`config.mk`:
```
export PLATFORM = sky130hd
export DESIGN_NAME = decoder_stream_flat
export DESIGN_NICKNAME = d
export VERILOG_FILES = /design/src/rtl/decoder_stream_pkg.sv /design/src/rtl/decoder_stream_if.sv /design/src/rtl/decoder_stream_comb.sv /design/src/rtl/decoder_stream.sv /design/src/flat_wrapper.sv
export SDC_FILE = /design/constraint.sdc
export NUM_CORES = 1
export LEC_CHECK = 0
export CORE_UTILIZATION = 30
export CTS_BUF_LIST = sky130_fd_sc_hd__clkbuf_16
export CTS_CLUSTER_SIZE = 25
export DETAILED_ROUTE_END_ITERATION = 8
export PLACE_DENSITY_LB_ADDON = 0.3
export SLEW_MARGIN = 5
export SYNTH_ARGS = -nofsm -noshare
export SYNTH_HDL_FRONTEND = slang
export SYNTH_HIERARCHICAL = 1
export SYNTH_SLANG_ARGS = --single-unit
```
`constraint.sdc`:
```
create_clock -name clk -period 7.7 [get_ports clk]
set_clock_uncertainty 0.05 [all_clocks]
set_input_delay 1.54 -clock clk [delete_from_list [all_inputs] [get_ports clk]]
set_output_delay 1.54 -clock clk [all_outputs]
set_load 0.01 [all_outputs]
```
`src/rtl/decoder_stream_pkg.sv`:
```
// Shared types for the streaming decoder: decode modes and FSM states.
package decoder_pkg;

    typedef enum logic [1:0] {
        DEC_ONEHOT,
        DEC_THERMO,
        DEC_INV,
        DEC_RSVD
    } dec_mode_t;

    typedef enum logic {
        DEC_IDLE,
        DEC_SCAN
    } dec_state_t;

endpackage

```
`src/rtl/decoder_stream_if.sv`:
```
// Request/response bundle for decoder_stream, plus the FSM state for observation.
interface decoder_stream_if
    import decoder_pkg::*;
#(
    parameter int N = 5
);
    localparam int OUT_W = 1 << N;

    // A beat transfers on any posedge where valid && ready; a producer holding
    // valid keeps its payload stable until that edge.
    logic             in_valid;
    logic             in_ready;
    logic [N-1:0]     in;
    logic             ena;
    dec_mode_t        mode;
    logic             scan_start;
    logic             scan_busy;
    logic             out_valid;
    logic             out_ready;
    logic [OUT_W-1:0] out;
    dec_state_t       dbg_state;

    modport master (
        output in_valid, in, ena, mode, scan_start, out_ready,
        input  in_ready, scan_busy, out_valid, out, dbg_state
    );

    modport slave (
        input  in_valid, in, ena, mode, scan_start, out_ready,
        output in_ready, scan_busy, out_valid, out, dbg_state
    );

endinterface

```
`src/rtl/decoder_stream_comb.sv`:
```
// Combinational N-to-2^N decoder with one-hot, thermometer and inverted modes.
module decoder_comb
    import decoder_pkg::*;
#(
    parameter int N = 5
) (
    input  logic [N-1:0]        sel,
    input  logic                ena,
    input  dec_mode_t           mode,
    output logic [(1<<N)-1:0]   word
);
    localparam int OUT_W = 1 << N;

    logic [OUT_W-1:0] onehot;
    logic [OUT_W-1:0] thermo;

    always_comb begin
        onehot      = '0;
        onehot[sel] = 1'b1;
        // Shifting out the top bit wraps to zero, so sel=OUT_W-1 yields all ones.
        thermo      = (onehot << 1) - OUT_W'(1);
    end

    always_comb begin
        word = '0;
        if (ena) begin
            case (mode)
                DEC_ONEHOT: word = onehot;
                DEC_THERMO: word = thermo;
                DEC_INV:    word = ~onehot;
                default:    word = '0;
            endcase
        end
    end

endmodule

```
`src/rtl/decoder_stream.sv`:
```
// Registered streaming decoder: request path, autonomous scan sweep, single output stage.
module decoder_stream
    import decoder_pkg::*;
#(
    parameter int N           = 5,
    parameter int SCAN_STRIDE = 1
) (
    input  logic            clk,
    input  logic            rst,
    decoder_stream_if.slave bus
);
    localparam int OUT_W = 1 << N;

    dec_state_t       state, state_n;
    logic [N:0]       cnt, cnt_n, cnt_sum;
    logic             slot_free;
    logic             load;
    logic             out_valid_q, out_valid_n;
    logic [OUT_W-1:0] out_q;
    logic [N-1:0]     dec_sel;
    logic             dec_ena;
    dec_mode_t        dec_mode;
    logic [OUT_W-1:0] dec_word;

    assign slot_free    = !out_valid_q || bus.out_ready;
    assign bus.in_ready = !rst && (state == DEC_IDLE) && !bus.scan_start && slot_free;
    assign cnt_sum      = cnt + (N+1)'(SCAN_STRIDE);

    // The scan sweep reuses the request decoder, forced to a plain one-hot.
    always_comb begin
        dec_sel  = bus.in;
        dec_ena  = bus.ena;
        dec_mode = bus.mode;
        if (state == DEC_SCAN) begin
            dec_sel  = cnt[N-1:0];
            dec_ena  = 1'b1;
            dec_mode = DEC_ONEHOT;
        end
    end

    decoder_comb #(.N(N)) u_comb (
        .sel  (dec_sel),
        .ena  (dec_ena),
        .mode (dec_mode),
        .word (dec_word)
    );

    always_comb begin
        state_n = state;
        cnt_n   = cnt;
        load    = 1'b0;
        case (state)
            DEC_IDLE: begin
                if (bus.scan_start) begin
                    state_n = DEC_SCAN;
                    cnt_n   = '0;
                end else if (bus.in_valid && bus.in_ready) begin
                    load = 1'b1;
                end
            end
            DEC_SCAN: begin
                if (slot_free) begin
                    load  = 1'b1;
                    cnt_n = cnt_sum;
                    if (cnt_sum > (N+1)'(OUT_W - 1)) state_n = DEC_IDLE;
                end
            end
            default: state_n = DEC_IDLE;
        endcase
        out_valid_n = load ? 1'b1 : (bus.out_ready ? 1'b0 : out_valid_q);
    end

    always_ff @(posedge clk) begin
        if (rst) begin
            state       <= DEC_IDLE;
            cnt         <= '0;
            out_valid_q <= 1'b0;
            out_q       <= '0;
        end else begin
            state       <= state_n;
            cnt         <= cnt_n;
            out_valid_q <= out_valid_n;
            if (load) out_q <= dec_word;
        end
    end

    assign bus.out       = out_q;
    assign bus.out_valid = out_valid_q;
    assign bus.scan_busy = (state == DEC_SCAN);
    assign bus.dbg_state = state;

endmodule

```
`src/flat_wrapper.sv`:
```
// flat-port wrapper written by rule: the top's interface ports become plain ports
module decoder_stream_flat import decoder_pkg::*;
#(
    parameter int N           = 5,
    parameter int SCAN_STRIDE = 1
)
  (clk, rst, bus_in_valid, bus_in, bus_ena, bus_mode, bus_scan_start, bus_out_ready, bus_in_ready, bus_scan_busy, bus_out_valid, bus_out, bus_dbg_state);
  decoder_stream_if #(.N(N)) bus_i ();
  input  logic clk;
  input  logic rst;
  input wire logic [$bits(bus_i.in_valid)-1:0] bus_in_valid;
  input wire logic [$bits(bus_i.in)-1:0] bus_in;
  input wire logic [$bits(bus_i.ena)-1:0] bus_ena;
  input wire logic [$bits(bus_i.mode)-1:0] bus_mode;
  input wire logic [$bits(bus_i.scan_start)-1:0] bus_scan_start;
  input wire logic [$bits(bus_i.out_ready)-1:0] bus_out_ready;
  output wire logic [$bits(bus_i.in_ready)-1:0] bus_in_ready;
  output wire logic [$bits(bus_i.scan_busy)-1:0] bus_scan_busy;
  output wire logic [$bits(bus_i.out_valid)-1:0] bus_out_valid;
  output wire logic [$bits(bus_i.out)-1:0] bus_out;
  output wire logic [$bits(bus_i.dbg_state)-1:0] bus_dbg_state;
  assign bus_i.in_valid = bus_in_valid;
  assign bus_i.in = bus_in;
  assign bus_i.ena = bus_ena;
  assign bus_i.mode = bus_mode;
  assign bus_i.scan_start = bus_scan_start;
  assign bus_i.out_ready = bus_out_ready;
  assign bus_in_ready = bus_i.in_ready;
  assign bus_scan_busy = bus_i.scan_busy;
  assign bus_out_valid = bus_i.out_valid;
  assign bus_out = bus_i.out;
  assign bus_dbg_state = bus_i.dbg_state;
  decoder_stream #(.N(N), .SCAN_STRIDE(SCAN_STRIDE)) u_core (.clk(clk), .rst(rst), .bus(bus_i));
endmodule
```
Figure 1. M1 wires (run 1).
Bar = 20 um. Cells faint in the background.
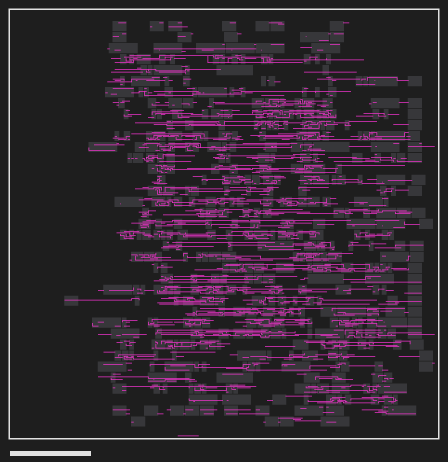
- main direction: horizontal
- longest straight run: 33.1 um
- share of all routed wire: 45%
- nets with wire on the layer: 454

Figure 2. Track usage over the die (run 1).
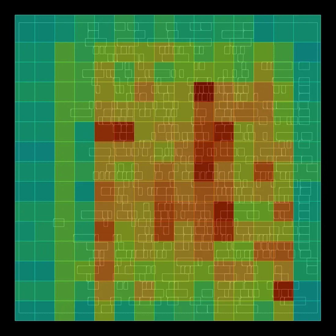
Core Util, Final: 36.7%
busiest grt layer: met2
GR Util met1: 22.2%

Figure 3. Zoomed window (run 1).
Bar = 5 um. Region (70, 70) to (90, 90) um. Cells in gray, sequential cells in the stronger gray; small squares are vias.
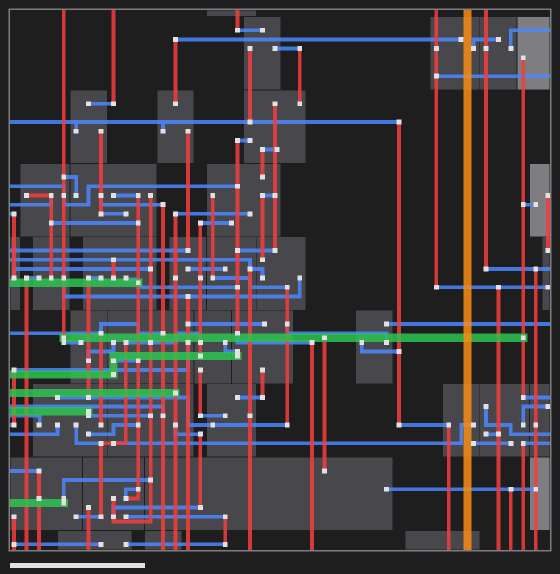
- M1: blue
- M4: orange
- M3: green
- M2: red
- most frequent: nand2_1 (7), a21oi_1 (3), nor2_1 (3)
- sequential cells in the window: 0
- cells with their middle in the window: 28

==> qor.yml, run 1 <==
layout.area.seq_sq_um: 801
path_clk_slew_ns: 0.06
ff_count: 40
htree_levels: 2
fill_cells: 1130
syn_avg_cell_area_sq_um: 6.94
logic_area_sq_mm: 0.00217
p_leak_nw: 1.31
cts_root_buffer: "clkbuf_16"
chip_area_sq_mm: 0.0112
p_int_mw: 0.416
p_sw_mw: 0.209
antenna_cells: 0
ys_ff: 40
max_freq_ghz: 0.213
timing.critical_path.buf_inv: 3
synth.area.top_cells: "dfxtp_1 25%, nand2_1 9.7%, a21oi_1 8.5%"
drt_wl_total_mm: 9.57
critical_path.cell_chain: "clkdlybuf4s50_1 -> buf_4 -> nor4_1 -> clkdlybuf4s50_1"
hold_path_depth: 2
tritoncts: "done"
first_global_vias: 3102
largestPowerGroup: "registers"
layout-drive-gt1-share_pct: 6.26
wl_per_cell_um: 15.6
finalPower_mw: 0.625
async_reset_ff_share_pct: 0
holdWs_ns: 0.403
wl_met1_mm: 4.29
yosys_area_sq_mm: 0.00325
pwr-share-clk_pct: 31.5
grtUsageTotal_pct: 17.5
antenna_found_initial: 0
hold_viol: 0
finalMaxSlewViolations: 0
rsz0062_at_grt: "no"
largestClassByArea: "multi-input combinational cells"
cts-resized-gates: 0
path_depth: 4
cts_inserted_buffers: 5
vias: 3342
n_all_buffers: 52
ys_seq_share_pct: 24.7
finalCritPeriodShare_pct: 60.9
r2r_cells: 10
r2r-start: "u_core/bus.dbg_state"
netlist_area_sq_mm: 0.00325
clk_latency_ns: 0.29
buffer_area_share_pct: 13.4
area_growth_pct: 17.7
crit_top_cell: "clkdlybuf4s50_1"
gr-usage-met3_pct: 2.51
die_h_um: 106
peakVddDrop_v: 0.0000699
worst_slew_pin_slew_ns: 1.03
first_pass_iters: 4
grt_overflow: 0
combPwrFrac_pct: 32.1
place_congestion: 0.894
top_cell: "nand2_1"
relSlewSlack_pct: 31.3
grt_max_degree: 63
dp_hpwl_mm: 6.26
ant_nets: 0
min_from: "u_core/bus.out[2]"
synth_stat.cells: 468
finalSetupViolCount: 0
wl_met2_mm: 4.51
r2r_end: "u_core/bus.out[17]"
synth_area_leader_cell: "dfxtp_1"
swShare_pct: 33.5
nClkBuffers: 5
power_clock_mw: 0.197
nNetsFinal: 494
highest_layer: "met4"
grt_pass1_wl_mm: 15.9
crit_slowest_cell: "clkdlybuf4s50_1"
critPathLaunchType: "input pin"
critical-path-top-delay-family: "buffers and inverters"
synth-edff-count: 0
warnings: 28
comb_share_pct: 56.9
drcViolationCount: 0
startpoint: "rst"
num-nonclk-inverters: 8
ys_types: 68
hold_end: "u_core/bus.out[2]"
seq_cell_power_mw: 0.228
coreArea_sq_mm: 0.0104
cp-end-kind: "output port"
ff_type: "dfxtp_1"
worstPathArrival_ns: 3.10
drv_cap: 0
synth_top_area_share_pct: 24.7
status: "finished, final reports clean"
pg_comb_mw: 0.200
fp.dieW_um: 106
rrSetupSlack_ns: 3.69
period_needed_ns: 4.69
worstSetupPathType: "input pin to output port"
power_density_mw_per_mm2: 163
hold_buffers: 0
syn_inst: 468
cts_setup_buffers: 0
common_cells: "84 x nand2_1, 55 x a21oi_1, 40 x dfxtp_1"
==> run 1: cells in the final DEF (no fill, tap or decap), drive strengths merged, types with 4 or more instances in the layout <==
cell type	netlist	layout
clkbuf	21	5
xnor2	7	7
mux2	6	6
nand2b	8	8
and2	6	6
clkdlybuf4s50	0	48
a21boi	4	4
o31ai	4	4
o22ai	4	4
o311a	4	4
or2	5	5
o211a	5	5
inv	8	10
o311ai	6	6
a211oi	4	4
a31oi	9	9
nor3	15	15
or3	5	5
nor2	32	32
a21oi	56	56
nor2b	10	10
dfxtp	40	40
o21a	6	6
buf	28	4
and3	9	9
nand3	14	14
nand2	84	84
o211ai	6	6
o21ai	18	18
==> run 1: tightest hold or removal path, cell delays in order, from the launching register on <==
cell and delay, ns:
dfxtp_1 0.30, nand2_1 0.05, a21oi_1 0.05
==> run 1: through the flow <==
stage,setup WS (ns),utilization [%],cell area [sq um],instances
2_1_floorplan,3.82,-,3250,468
3_3_place_gp,2.87,35.4,3680,607
3_5_place_dp,2.78,35.4,3680,607
4_1_cts,3.00,36.7,3820,615
5_1_grt,2.73,36.7,3820,615
6_report,3.01,36.7,3820,615
==> run 1: cells by family (layout without fill, tap and decap cells) <==
kind of cell    after synthesis  count (layout)  synth area share [%]
fa+ha+maj                     3               3                  1.16
buf+inv                      57              68                  8.67
compound gates              147             147                  29.7
flops                        40              40                  24.7
xor+xnor                      7               7                  1.89
simple gates                205             205                  30.9
mux                           9               9                  3.01
==> run 1: flip-flops by register name, indices dropped and copies added, names as in the netlist <==
register              cells
u_core/cnt                6
u_core/bus.out           32
u_core/bus.dbg_state      1
u_core/bus.out_valid      1
--- run 2 (diff from run 1) ---
- clock period: 7.7 -> 4 ns (I/O delays scaled with it)
Figure 4. Track usage over the die (run 2).
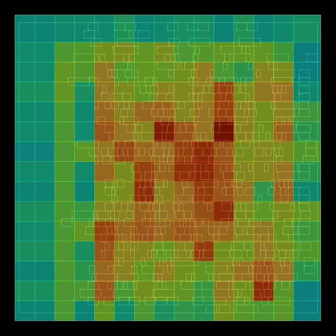
global-route track usage on met3: 2.21%
Core Util, Final: 37.6%

==> run 2 against run 1 <==
Against the previous run: total power increased by 97%; die area stayed put; final area up 2.6%; worst setup slack got worse by 2.2 ns; register-to-register slack got worse by 2.7 ns; utilization up 0.96 points; highest routed layer unchanged.
==> qor.yml, run 2 <==
crit_top_cell: "nand2_1"
synth_top_area_share_pct: 24.7  # unchanged
numClockSinks: 40
ff_type: "dfxtp_1"
syn_inst: 468  # unchanged
worstSetupPathType: "input pin to register"
pg_comb_mw: 0.408  # +100%
critical-path-top-delay-family: "simple AND/OR/NAND/NOR gates"
combPwrFrac_pct: 33.1  # +1.0 points
ant_nets: 0  # unchanged
top_cell: "nand2_1"
r2r-start: "u_core/bus.dbg_state"
max_freq_ghz: 0.309
period_needed_ns: 3.24
layout_top_cells: "84 x nand2_1, 55 x a21oi_1, 48 x clkdlybuf4s50_1"
swShare_pct: 33.8  # +0.33 points
place_congestion: 0.890  # -0.43%
p_sw_mw: 0.416  # +99%
finalMaxSlewViolations: 0  # unchanged
cts-resized-gates: 0  # unchanged
port_buffers: 48
hold_path_depth: 2  # unchanged
timing.critical_path.buf_inv: 1  # -2
p_int_mw: 0.816  # +96%
highest_layer: "met4"
power_density_mw_per_mm2: 314  # +92%
grt_pass1_wl_mm: 16.6  # +4.3%
wl_per_cell_um: 15.7  # +1.1%
peakVddDrop_v: 0.000180  # +160%
async_reset_ff_share_pct: 0  # unchanged
fp.dieW_um: 106  # unchanged
cts.path.max_buffers: 2
syn_avg_cell_area_sq_um: 6.94  # unchanged
fp_nets: 484
grt_max_degree: 41  # -35%
critical_path.cell_chain: "clkdlybuf4s50_1 -> mux2_2 -> nor3_2 -> nand2_1 -> ha_1 -> nand2b_1 -> or3b_2 -> a31oi_1 -> o21a_1 -> nand2_1 -> a21oi_1"
synth_stat.cells: 468  # unchanged
relSlewSlack_pct: 56.6  # +25 points
crit_slowest_cell: "or3b_2"
slowest_delay_ns: 0.48
wl_met1_mm: 4.56  # +6.3%
synth.area.top_cells: "dfxtp_1 25%, nand2_1 9.7%, a21oi_1 8.5%"
hold_end: "u_core/bus.out[0]"
path_clk_slew_ns: 0.06  # about the same
clk_latency_ns: 0.28  # about the same
worst_slew_pin_slew_ns: 0.650  # -0.381 ns
cts_inserted_buffers: 5  # unchanged
seq_cell_power_mw: 0.437  # +92%
via_per_inst: 5.54
grt_util_met1_pct: 24.0  # +1.8 points
yosys_area_sq_mm: 0.00325  # unchanged
die_h_um: 106  # unchanged
first_pass_iters: 4  # unchanged
fp_util_pct: 31.2
worstPathArrival_ns: 3.41  # +0.31 ns
num_rows: 37
hold_path.class: "register to register"
critPathLaunchType: "input pin"
antenna_found_initial: 0  # unchanged
area_growth_pct: 20.8
gr-usage-met2_pct: 30.0
drcViolationCount: 0  # unchanged
pwr-share-clk_pct: 31.5  # about the same
io-pin-count: 49
hold_viol: 0  # unchanged
synth_area_leader_cell: "dfxtp_1"
chip_area_sq_mm: 0.0112  # unchanged
warnings: 28  # unchanged
rrSetupSlack_ns: 0.95  # -2.74 ns
grt_busiest_layer: "met2"
ys_ff: 40  # unchanged
seq_power_share_pct: 35.4
largestPowerGroup: "registers"
cp.required_ns: 4.17
ys_seq_share_pct: 24.7  # unchanged
finalSetupViolCount: 0  # unchanged
finalCritPeriodShare_pct: 81.0
antenna_cells: 0  # unchanged
routed-wl-met3_um: 361
rsz0062_at_grt: "no"
status: "finished, final reports clean"
common_cells: "84 x nand2_1, 55 x a21oi_1, 40 x dfxtp_1"
netlist_area_sq_mm: 0.00325  # unchanged
largest_reg_flops: 32  # unchanged
power_clock_mw: 0.388  # +97%
crit_fanout: 7
htree_levels: 2  # unchanged
dp_hpwl_mm: 6.79  # +8.5%
final_common_cell: "nand2_1"
wl_met2_mm: 4.71  # +4.5%
ys_warn_count: 6
nNetsFinal: 507  # +2.6%
layout-drive-gt1-share_pct: 9.15  # +2.9 points
hold_buffers: 0  # unchanged
r2r_end: "u_core/bus.out[17]"
coreArea_sq_mm: 0.0104  # unchanged
ys_types: 68  # unchanged
cp-end-kind: "register"
drv_cap: 0  # unchanged
r2r_cells: 10  # unchanged
p_leak_nw: 1.37  # +4.7%
holdWs_ns: 0.404  # +0.00161 ns
drtIter0Drc: 260
fin_tns_setup_ns: 0
cts_setup_buffers: 0  # unchanged
synth-edff-count: 0  # unchanged
cts_root_buffer: "clkbuf_16"
tritoncts: "done"
grt_overflow: 0  # unchanged
min_from: "u_core/bus.out[0]"
first_global_vias: 3201  # +3.2%
Figure 5. Wiring by layer (run 2).
Bar = 20 um. Two of the layers only.
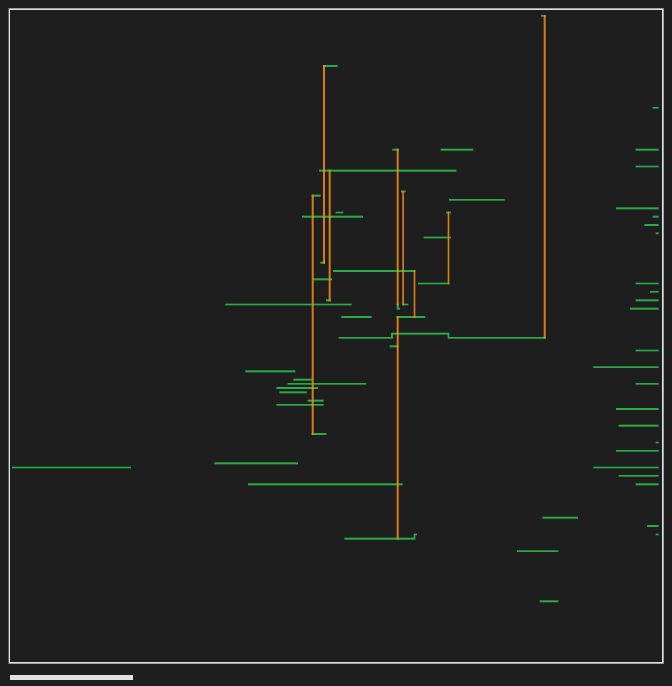
- M3: green (wire length 361 um)
- M4: orange (wire length 243 um)
Routed Wire Length: 9.88 mm
via count: 3477
gr usage total: 18.1%

run 2: cell families (layout without fill, tap and decap cells):
| family | count (synthesis) | count (layout) | synth area share (%) |
|---|---|---|---|
| xor+xnor | 7 | 7 | 1.89 |
| buf+inv | 57 | 81 | 8.67 |
| simple gates | 205 | 205 | 30.9 |
| mux | 9 | 9 | 3.01 |
| fa+ha+maj | 3 | 3 | 1.16 |
| flops | 40 | 40 | 24.7 |
| compound gates | 147 | 147 | 29.7 |
run 2: layout make-up:
type | count | area (sq um)
clock inverters | 3 | 13.8
repair buffers | 65 | 608
well taps | 136 | 170
clock buffers | 5 | 125
multi-input cells | 371 | 2170
inverters | 8 | 30.0
flip-flops and latches | 40 | 801
fillers | 1126 | 6490
run 2: how the worst max path moves through the flow:
| stage | slack [ns] | from | end | depth (start not counted) |
|---|---|---|---|---|
| after floorplan | 0.92 | bus_in[4] | u_core/bus.out[31] | 13 |
| after global placement | 0.54 | bus_in[2] | u_core/bus.out[17] | 11 |
| after detailed placement | 0.49 | bus_in[2] | u_core/bus.out[17] | 11 |
| after CTS | 0.77 | bus_in[2] | u_core/bus.out[17] | 11 |
| after global routing | 0.57 | bus_in[2] | u_core/bus.out[17] | 11 |
| final | 0.76 | bus_in[2] | u_core/bus.out[17] | 11 |
run 2: tightest hold or removal path: stages (launching register included):
cell,delay (ns)
dfxtp_1,0.31
nand2_1,0.05
a21oi_1,0.05
run 2: through the flow:
| step | cells | area [sq um] | total power [mW] | worst slack (ns) |
|---|---|---|---|---|
| detailed placement | 620 | 3780 | 0.851 | 0.491 |
| global route | 628 | 3920 | 1.31 | 0.566 |
| CTS | 628 | 3920 | 1.24 | 0.769 |
| global placement | 620 | 3780 | 0.848 | 0.537 |
| floorplan | 468 | 3250 | 0.723 | 0.925 |
| finish | 628 | 3920 | 1.23 | 0.760 |
Power is estimated from default activity; no workload was simulated.
